Fig. 1: routing congestion map
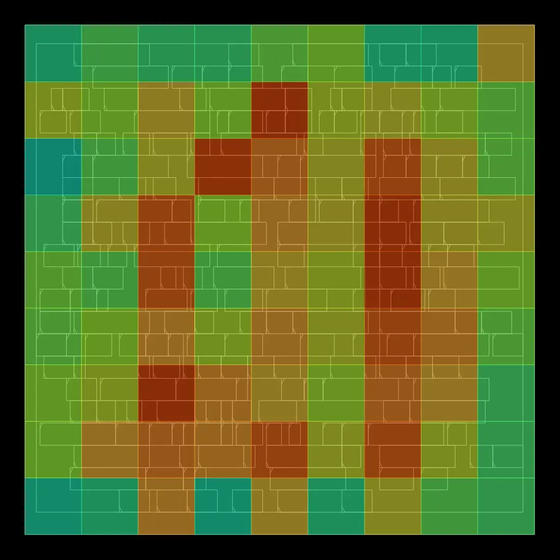
Fig. 2: placement by cell class
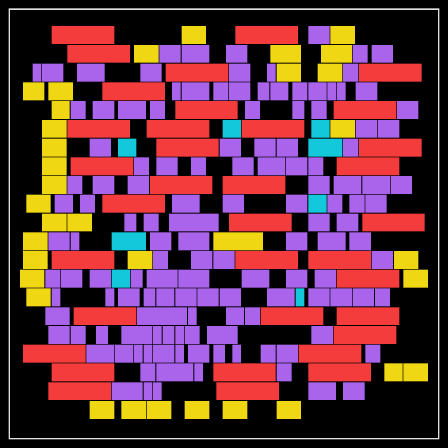
Fig. 3: floorplan with the power grid
The bar under the picture is 20 um long. Pins as bars on the die edge.
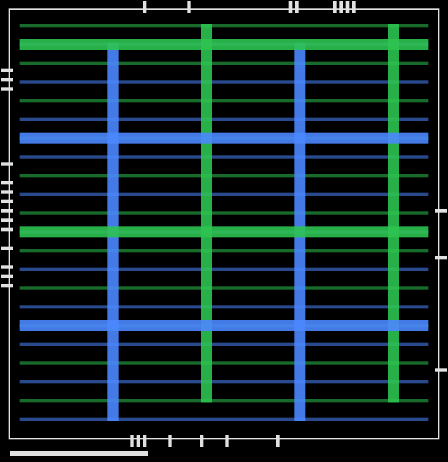
Fig. 4: I/O nets highlighted
The bar under the picture is 20 um long.
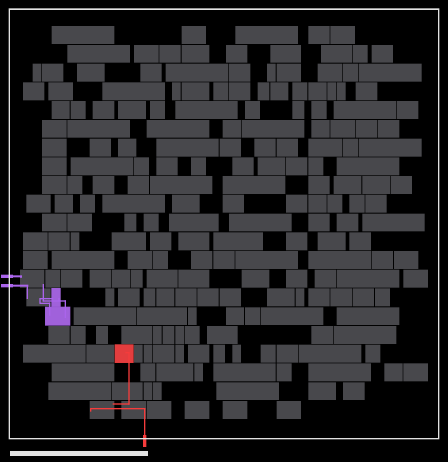
Fig. 5: local utilization
The bar under the picture is 20 um long. The die is cut into 6 by 6 equal tiles; black is low, pale yellow is high, 0 to 100% covered.
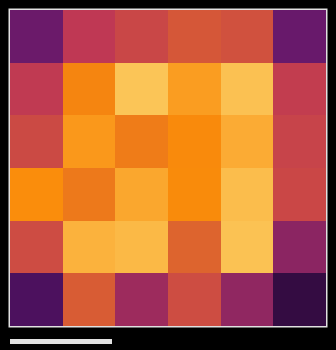
### config.mk
export PLATFORM = sky130hd
export DESIGN_NAME = hazard_ctrl_flat
export DESIGN_NICKNAME = d
export VERILOG_FILES = /design/src/rtl/hazard_ctrl_if.sv /design/src/rtl/hazard_ctrl.sv /design/src/flat_wrapper.sv
export SDC_FILE = /design/constraint.sdc
export NUM_CORES = 1
export LEC_CHECK = 0
export CAP_MARGIN = 20
export CORE_MARGIN = 1
export CORE_UTILIZATION = 55
export DETAILED_ROUTE_END_ITERATION = 16
export GPL_ROUTABILITY_DRIVEN = 0
export PLACE_DENSITY_LB_ADDON = 0.12
export REMOVE_ABC_BUFFERS = 1
export SETUP_SLACK_MARGIN = 0.4
export SYNTH_ARGS = -nofsm -noshare
export SYNTH_HDL_FRONTEND = slang
export SYNTH_SLANG_ARGS = --single-unit
### constraint.sdc
create_clock -name clk -period 3.4 [get_ports clk]
set_clock_uncertainty 0.15 [all_clocks]
set_input_delay 0.51 -clock clk [delete_from_list [all_inputs] [get_ports clk]]
set_output_delay 0.51 -clock clk [all_outputs]
set_load 0.03 [all_outputs]
### src/rtl/hazard_ctrl_if.sv
// rtl/hazard_ctrl_if.sv - ID decode, EX resolution and hazard control signal bundle
interface hazard_ctrl_if;
    logic       id_valid;
    logic [4:0] id_rs1_addr;
    logic [4:0] id_rs2_addr;
    logic [4:0] id_rd_addr;
    logic       id_use_rs1;
    logic       id_use_rs2;
    logic [1:0] id_wb_sel;
    logic       id_ecall;
    logic       ex_br_taken;

    logic       stall_if;
    logic       flush_if;
    logic       bubble_ex;
    logic [1:0] fwd_a;
    logic [1:0] fwd_b;
    logic       halt;

    modport master (
        output id_valid, id_rs1_addr, id_rs2_addr, id_rd_addr,
               id_use_rs1, id_use_rs2, id_wb_sel, id_ecall, ex_br_taken,
        input  stall_if, flush_if, bubble_ex, fwd_a, fwd_b, halt
    );

    modport slave (
        input  id_valid, id_rs1_addr, id_rs2_addr, id_rd_addr,
               id_use_rs1, id_use_rs2, id_wb_sel, id_ecall, ex_br_taken,
        output stall_if, flush_if, bubble_ex, fwd_a, fwd_b, halt
    );
endinterface

### src/rtl/hazard_ctrl.sv
// rtl/hazard_ctrl.sv - 5-stage RV32I stall/flush/forward control with ECALL drain-to-halt
module hazard_ctrl #(
    parameter int DRAIN_CYCLES = 3
) (
    input  logic          clk,
    input  logic          rst_n,
    hazard_ctrl_if.slave  bus
);

    localparam logic [1:0] WB_X   = 2'd0;
    localparam logic [1:0] WB_MEM = 2'd2;

    localparam int             CNT_W    = $clog2(DRAIN_CYCLES + 1);
    localparam logic [CNT_W-1:0] CNT_INIT = CNT_W'(DRAIN_CYCLES);
    localparam logic [CNT_W-1:0] CNT_ONE  = CNT_W'(1);

    typedef enum logic [1:0] {
        ST_RUN    = 2'd0,
        ST_DRAIN  = 2'd1,
        ST_HALTED = 2'd2
    } state_e;

    state_e           state_q, state_d;
    logic [CNT_W-1:0] cnt_q, cnt_d;

    logic [4:0] ex_rd_q, ex_rd_d;
    logic       ex_wen_q, ex_wen_d;
    logic       ex_is_load_q, ex_is_load_d;
    logic [4:0] ex_rs1_q, ex_rs1_d;
    logic [4:0] ex_rs2_q, ex_rs2_d;
    logic       ex_use_rs1_q, ex_use_rs1_d;
    logic       ex_use_rs2_q, ex_use_rs2_d;
    logic [4:0] mem_rd_q, mem_rd_d;
    logic       mem_wen_q, mem_wen_d;
    logic [4:0] wb_rd_q, wb_rd_d;
    logic       wb_wen_q, wb_wen_d;

    logic       id_wen;
    logic       id_load;
    logic       load_use;
    logic       stall_if;
    logic       flush_if;
    logic       bubble_ex;
    logic       halt;
    logic [1:0] fwd_a_raw;
    logic [1:0] fwd_b_raw;

    always_comb begin
        id_wen   = bus.id_valid & (bus.id_wb_sel != WB_X) & (bus.id_rd_addr != 5'd0);
        id_load  = bus.id_valid & (bus.id_wb_sel == WB_MEM);
        load_use = bus.id_valid & ex_is_load_q & (ex_rd_q != 5'd0) &
                   ((bus.id_use_rs1 & (bus.id_rs1_addr == ex_rd_q)) |
                    (bus.id_use_rs2 & (bus.id_rs2_addr == ex_rd_q)));
    end

    // EX/MEM is the younger producer, so it wins over MEM/WB
    always_comb begin
        fwd_a_raw = 2'b00;
        fwd_b_raw = 2'b00;
        if (ex_use_rs1_q && mem_wen_q && (mem_rd_q == ex_rs1_q)) begin
            fwd_a_raw = 2'b01;
        end else if (ex_use_rs1_q && wb_wen_q && (wb_rd_q == ex_rs1_q)) begin
            fwd_a_raw = 2'b10;
        end
        if (ex_use_rs2_q && mem_wen_q && (mem_rd_q == ex_rs2_q)) begin
            fwd_b_raw = 2'b01;
        end else if (ex_use_rs2_q && wb_wen_q && (wb_rd_q == ex_rs2_q)) begin
            fwd_b_raw = 2'b10;
        end
    end

    // A taken branch squashes the instruction in ID, including an ECALL
    always_comb begin
        state_d   = state_q;
        cnt_d     = cnt_q;
        stall_if  = 1'b0;
        flush_if  = 1'b0;
        bubble_ex = 1'b0;
        halt      = 1'b0;
        case (state_q)
            ST_RUN: begin
                if (bus.ex_br_taken) begin
                    flush_if  = 1'b1;
                    bubble_ex = 1'b1;
                end else if (load_use) begin
                    stall_if  = 1'b1;
                    bubble_ex = 1'b1;
                end else if (bus.id_ecall && bus.id_valid) begin
                    state_d = ST_DRAIN;
                    cnt_d   = CNT_INIT;
                end
            end
            ST_DRAIN: begin
                stall_if  = 1'b1;
                bubble_ex = 1'b1;
                if (cnt_q == CNT_ONE) begin
                    state_d = ST_HALTED;
                    cnt_d   = '0;
                end else begin
                    cnt_d = cnt_q - CNT_ONE;
                end
            end
            ST_HALTED: begin
                halt     = 1'b1;
                stall_if = 1'b1;
            end
            default: begin
                state_d = ST_RUN;
                cnt_d   = '0;
            end
        endcase
    end

    always_comb begin
        ex_rd_d      = ex_rd_q;
        ex_wen_d     = ex_wen_q;
        ex_is_load_d = ex_is_load_q;
        ex_rs1_d     = ex_rs1_q;
        ex_rs2_d     = ex_rs2_q;
        ex_use_rs1_d = ex_use_rs1_q;
        ex_use_rs2_d = ex_use_rs2_q;
        mem_rd_d     = mem_rd_q;
        mem_wen_d    = mem_wen_q;
        wb_rd_d      = wb_rd_q;
        wb_wen_d     = wb_wen_q;
        if (!halt) begin
            if (bubble_ex) begin
                ex_rd_d      = 5'd0;
                ex_wen_d     = 1'b0;
                ex_is_load_d = 1'b0;
                ex_rs1_d     = 5'd0;
                ex_rs2_d     = 5'd0;
                ex_use_rs1_d = 1'b0;
                ex_use_rs2_d = 1'b0;
            end else begin
                ex_rd_d      = bus.id_rd_addr;
                ex_wen_d     = id_wen;
                ex_is_load_d = id_load;
                ex_rs1_d     = bus.id_rs1_addr;
                ex_rs2_d     = bus.id_rs2_addr;
                ex_use_rs1_d = bus.id_use_rs1;
                ex_use_rs2_d = bus.id_use_rs2;
            end
            mem_rd_d  = ex_rd_q;
            mem_wen_d = ex_wen_q;
            wb_rd_d   = mem_rd_q;
            wb_wen_d  = mem_wen_q;
        end
    end

    always_ff @(posedge clk or negedge rst_n) begin
        if (!rst_n) begin
            state_q      <= ST_RUN;
            cnt_q        <= '0;
            ex_rd_q      <= 5'd0;
            ex_wen_q     <= 1'b0;
            ex_is_load_q <= 1'b0;
            ex_rs1_q     <= 5'd0;
            ex_rs2_q     <= 5'd0;
            ex_use_rs1_q <= 1'b0;
            ex_use_rs2_q <= 1'b0;
            mem_rd_q     <= 5'd0;
            mem_wen_q    <= 1'b0;
            wb_rd_q      <= 5'd0;
            wb_wen_q     <= 1'b0;
        end else begin
            state_q      <= state_d;
            cnt_q        <= cnt_d;
            ex_rd_q      <= ex_rd_d;
            ex_wen_q     <= ex_wen_d;
            ex_is_load_q <= ex_is_load_d;
            ex_rs1_q     <= ex_rs1_d;
            ex_rs2_q     <= ex_rs2_d;
            ex_use_rs1_q <= ex_use_rs1_d;
            ex_use_rs2_q <= ex_use_rs2_d;
            mem_rd_q     <= mem_rd_d;
            mem_wen_q    <= mem_wen_d;
            wb_rd_q      <= wb_rd_d;
            wb_wen_q     <= wb_wen_d;
        end
    end

    assign bus.stall_if  = stall_if;
    assign bus.flush_if  = flush_if;
    assign bus.bubble_ex = bubble_ex;
    assign bus.halt      = halt;
    assign bus.fwd_a     = halt ? 2'b00 : fwd_a_raw;
    assign bus.fwd_b     = halt ? 2'b00 : fwd_b_raw;

endmodule

### src/flat_wrapper.sv
// flat-port wrapper written by rule: the top's interface ports become plain ports
module hazard_ctrl_flat 
#(
    parameter int DRAIN_CYCLES = 3
)
  (clk, rst_n, bus_id_valid, bus_id_rs1_addr, bus_id_rs2_addr, bus_id_rd_addr, bus_id_use_rs1, bus_id_use_rs2, bus_id_wb_sel, bus_id_ecall, bus_ex_br_taken, bus_stall_if, bus_flush_if, bus_bubble_ex, bus_fwd_a, bus_fwd_b, bus_halt);
  hazard_ctrl_if bus_i ();
  input  logic clk;
  input  logic rst_n;
  input wire logic [$bits(bus_i.id_valid)-1:0] bus_id_valid;
  input wire logic [$bits(bus_i.id_rs1_addr)-1:0] bus_id_rs1_addr;
  input wire logic [$bits(bus_i.id_rs2_addr)-1:0] bus_id_rs2_addr;
  input wire logic [$bits(bus_i.id_rd_addr)-1:0] bus_id_rd_addr;
  input wire logic [$bits(bus_i.id_use_rs1)-1:0] bus_id_use_rs1;
  input wire logic [$bits(bus_i.id_use_rs2)-1:0] bus_id_use_rs2;
  input wire logic [$bits(bus_i.id_wb_sel)-1:0] bus_id_wb_sel;
  input wire logic [$bits(bus_i.id_ecall)-1:0] bus_id_ecall;
  input wire logic [$bits(bus_i.ex_br_taken)-1:0] bus_ex_br_taken;
  output wire logic [$bits(bus_i.stall_if)-1:0] bus_stall_if;
  output wire logic [$bits(bus_i.flush_if)-1:0] bus_flush_if;
  output wire logic [$bits(bus_i.bubble_ex)-1:0] bus_bubble_ex;
  output wire logic [$bits(bus_i.fwd_a)-1:0] bus_fwd_a;
  output wire logic [$bits(bus_i.fwd_b)-1:0] bus_fwd_b;
  output wire logic [$bits(bus_i.halt)-1:0] bus_halt;
  assign bus_i.id_valid = bus_id_valid;
  assign bus_i.id_rs1_addr = bus_id_rs1_addr;
  assign bus_i.id_rs2_addr = bus_id_rs2_addr;
  assign bus_i.id_rd_addr = bus_id_rd_addr;
  assign bus_i.id_use_rs1 = bus_id_use_rs1;
  assign bus_i.id_use_rs2 = bus_id_use_rs2;
  assign bus_i.id_wb_sel = bus_id_wb_sel;
  assign bus_i.id_ecall = bus_id_ecall;
  assign bus_i.ex_br_taken = bus_ex_br_taken;
  assign bus_stall_if = bus_i.stall_if;
  assign bus_flush_if = bus_i.flush_if;
  assign bus_bubble_ex = bus_i.bubble_ex;
  assign bus_fwd_a = bus_i.fwd_a;
  assign bus_fwd_b = bus_i.fwd_b;
  assign bus_halt = bus_i.halt;
  hazard_ctrl #(.DRAIN_CYCLES(DRAIN_CYCLES)) u_core (.clk(clk), .rst_n(rst_n), .bus(bus_i));
endmodule
==> impl_metrics.tcl <==
# implementation run metrics
set metrics [dict create \
    grt_max_degree 56 \
    ys_ff 35 \
    diodes 0 \
    drc 0 \
    p_per_area_mw_per_mm2 849.0 \
    start_kind "input port" \
    hold_buffers 0 \
    hold_path.class "reg2reg" \
    fillCellCount 254 \
    ys_warn_count 0 \
    rsz0062_at_grt "true" \
    die_area_sq_mm 0.003860 \
    slowest_delay_ps 520 \
    synthTopCellsByCount "dfrtp_1, xnor2_1, a22o_1" \
    grt_pass1_wl_mm 7.182 \
    drive_gt1_frac 0.1368 \
    final.min_clock_period_ps 2911 \
    ys_seq_frac 0.4405 \
    fin_crit_sh 0.8563 \
    ys_area_sq_mm 0.001988 \
    antenna_found_initial 0 \
    seq_power_share 0.398 \
    top_area_cell "dfrtp_1" \
    syn_avg_cell_area_sq_um 11.17 \
    total_power_mw 2.057 \
    wl_per_cell_um 16.00 \
    hold_viol 0 \
    status "completed" \
    warnings 29 \
    path_cells "clkdlybuf4s50_1 > xnor2_1 > nand4_2 > o22ai_4 > a31oi_1 > nor2_1 > clkdlybuf4s15_1" \
    clk_latency_ps 340 \
    drv_cap 0 \
    crit_family "buffers and inverters" \
    drt_pass1_iterations 4 \
    totalWireLength_mm 4.128 \
    synth.most_common_cell "dfrtp_1" \
    grt_util_all_layers 0.2394 \
    drt_iter0_drc 65 \
    yosysCellCount 178 \
    edf_count 0 \
    worst_pin_slew_ps 435.1 \
    fin_setup_tns_ps 0 \
    hpwl_mm 3.046 \
    cts_sinks 35 \
    ant_nets 0 \
    cts_buffers 5 \
    p_sw_frac 0.4103 \
    cts_root_buf "clkbuf_4" \
    leakage_nw 1.088 \
    clk_pin_slew_ps 90 \
    pwr-share-clk 0.124 \
    port_buffers 31 \
    slowest_stage "clkdlybuf4s50_1" \
    clk_path_buf_depth 2 \
    viasPerCell 5.682 \
    p_comb_frac 0.478 \
    cellInternalPower_mw 1.213 \
    worstPathRequired_ps 2740 \
    ios 32 \
    path_class "in2out" \
    syn2layout_area_growth_pct 21.90 \
    topCellsByArea "dfrtp_1, xnor2_1, a22o_1, mux2_2, nor2b_1" \
    synth_area_sq_mm 0.001988 \
    switching_power_mw 0.8442 \
    max-slew-margin-rel 0.7099 \
    cts_tree "built" \
    nNetsFinal 240 \
    crit_arrival_ps 2250 \
    cts_max_level 2 \
    vias 1466 \
    critPathCaptureType "output pin" \
]
Back to the opening pictures, Fig. 1:
GR Util met1: 0.3069
Global Route met3 Usage: 0.04779

Back to the opening pictures, Fig. 2:
colour	class	cells	share of their area
red	registers	35	37%
yellow	remaining buffers and delay cells	34	15%
cyan	clock drivers and dummy loads	8	2.9%
purple	remaining logic cells	135	45%

Back to the opening pictures, Fig. 3:
colour	net
green	VDD
blue	VSS
met4 straps	4
met5 straps	4
met1 rails	22
core area: 0.003390 sq mm
die x size: 62.13 um
Die Y: 62.13 um
Peak VDD IR: 0.5249 mV

Back to the opening pictures, Fig. 4:
colour	port	bits	direction	end cells	buffers	wire
red	`bus_id_ecall`	1	input	1	1	22.3 um
purple	`bus_id_wb_sel`	2	input	2	2	19.2 um

Back to the opening pictures, Fig. 5:
fullest tile	87%
emptiest ninth of the die	south-east
mean over tiles	61%
tiles over 75% full	31%
floorplan utilization: 0.5866
final core occ: 0.7150

flip-flops by register name, summed over array words and instances (netlist names):
name / count
u_core.ex_rs1_q: 5
u_core.wb_wen_q: 1
u_core.ex_use_rs2_q: 1
u_core.mem_rd_q: 5
u_core.ex_is_load_q: 1
u_core.mem_wen_q: 1
u_core.wb_rd_q: 5
u_core.ex_rd_q: 5
u_core.cnt_q: 2
u_core.ex_rs2_q: 5
u_core.ex_use_rs1_q: 1
u_core.state_q: 2
u_core.ex_wen_q: 1
logic make-up after synthesis:
kind of cell / synth area share
AND/OR/NAND/NOR: 0.1517
flip-flops: 0.4405
AND-OR/OR-AND: 0.1359
XOR/XNOR: 0.1322
buffers and inverters: 0.03461
multiplexers: 0.07363
adder cells (fa/ha/maj): 0.03147
final timing paths:
path | startpoint | cells after the start | slack, ps | end
setup reg to reg | u_core.state_q[0] | 7 | 1380 | u_core.state_q[0]
min in group asynchronous | rst_n | 2 | 430 | u_core.ex_rd_q[0]
setup / recovery | bus_id_rs2_addr[1] | 7 | 490 | bus_stall_if
hold / removal | u_core.wb_wen_q | 1 | 370 | u_core.wb_wen_q
max in group asynchronous | rst_n | 2 | 2360 | u_core.ex_rs1_q[2]
hold reg to reg | u_core.wb_wen_q | 1 | 370 | u_core.wb_wen_q
layout make-up:
class	count	area (sq um)	area share
flip-flops and latches	35	875.8	0.3614
well taps	46	57.56	0.02375
clock buffers	8	68.82	0.02839
repair buffers	34	349.1	0.1440
multi-input cells	129	1050	0.4331
inverters	6	22.52	0.009293
metal layers:
layer / track usage / up-vias / part of all wire
li1: - / 691 / -
met2: 0.4135 / 41 / 0.50
met3: 0.04779 / 8 / 0.030
met5: 0 / - / 0
met1: 0.3069 / 726 / 0.45
met4: 0.06105 / 0 / 0.014
power by group through the flow:
stage          registers, mW  clock network (mW)  logic, mW
2_1_floorplan          0.765                   0      0.729
3_3_place_gp           0.809                   0      0.953
3_5_place_dp           0.821                   0      0.988
4_1_cts                0.814               0.261      0.985
5_1_grt                0.850               0.277       1.08
6_report               0.818               0.256      0.983
layout by cell type, fill, tap and decap left out, types with 4 or more instances in the layout:
cell type and n:
dfrtp_1 35, clkdlybuf4s50_1 27, xnor2_1 22, a22o_1 19, nor2b_1 18, mux2_2 12, xor2_1 8, nor2_1 7
inv_1 5, nand2_1 5, clkbuf_4 5, nand4_1 4, ha_1 4
metrics by stage:
step / instance area [sq um] / cells / hold slack (ps) / worst slack [ps] / util
floorplan: 1942 / 170 / 64.41 / 386.8 / -
global placement: 2347 / 250 / 334.3 / 254.9 / 0.6925
detailed placement: 2347 / 250 / 349.5 / 201.5 / 0.6925
CTS: 2417 / 258 / 377.8 / 469.3 / 0.7132
global route: 2424 / 258 / 403.8 / 377.2 / 0.7150
finish: 2424 / 258 / 371.3 / 488.5 / 0.7150
what timing repair did:
item	in CTS	in global routing
pin swaps	0	0
resized	3	3
endpoints found under the setup margin	2	3
setup buffers	0	0
gates cloned	0	0
No activity file was given, so power comes from the tool's default toggle rates.
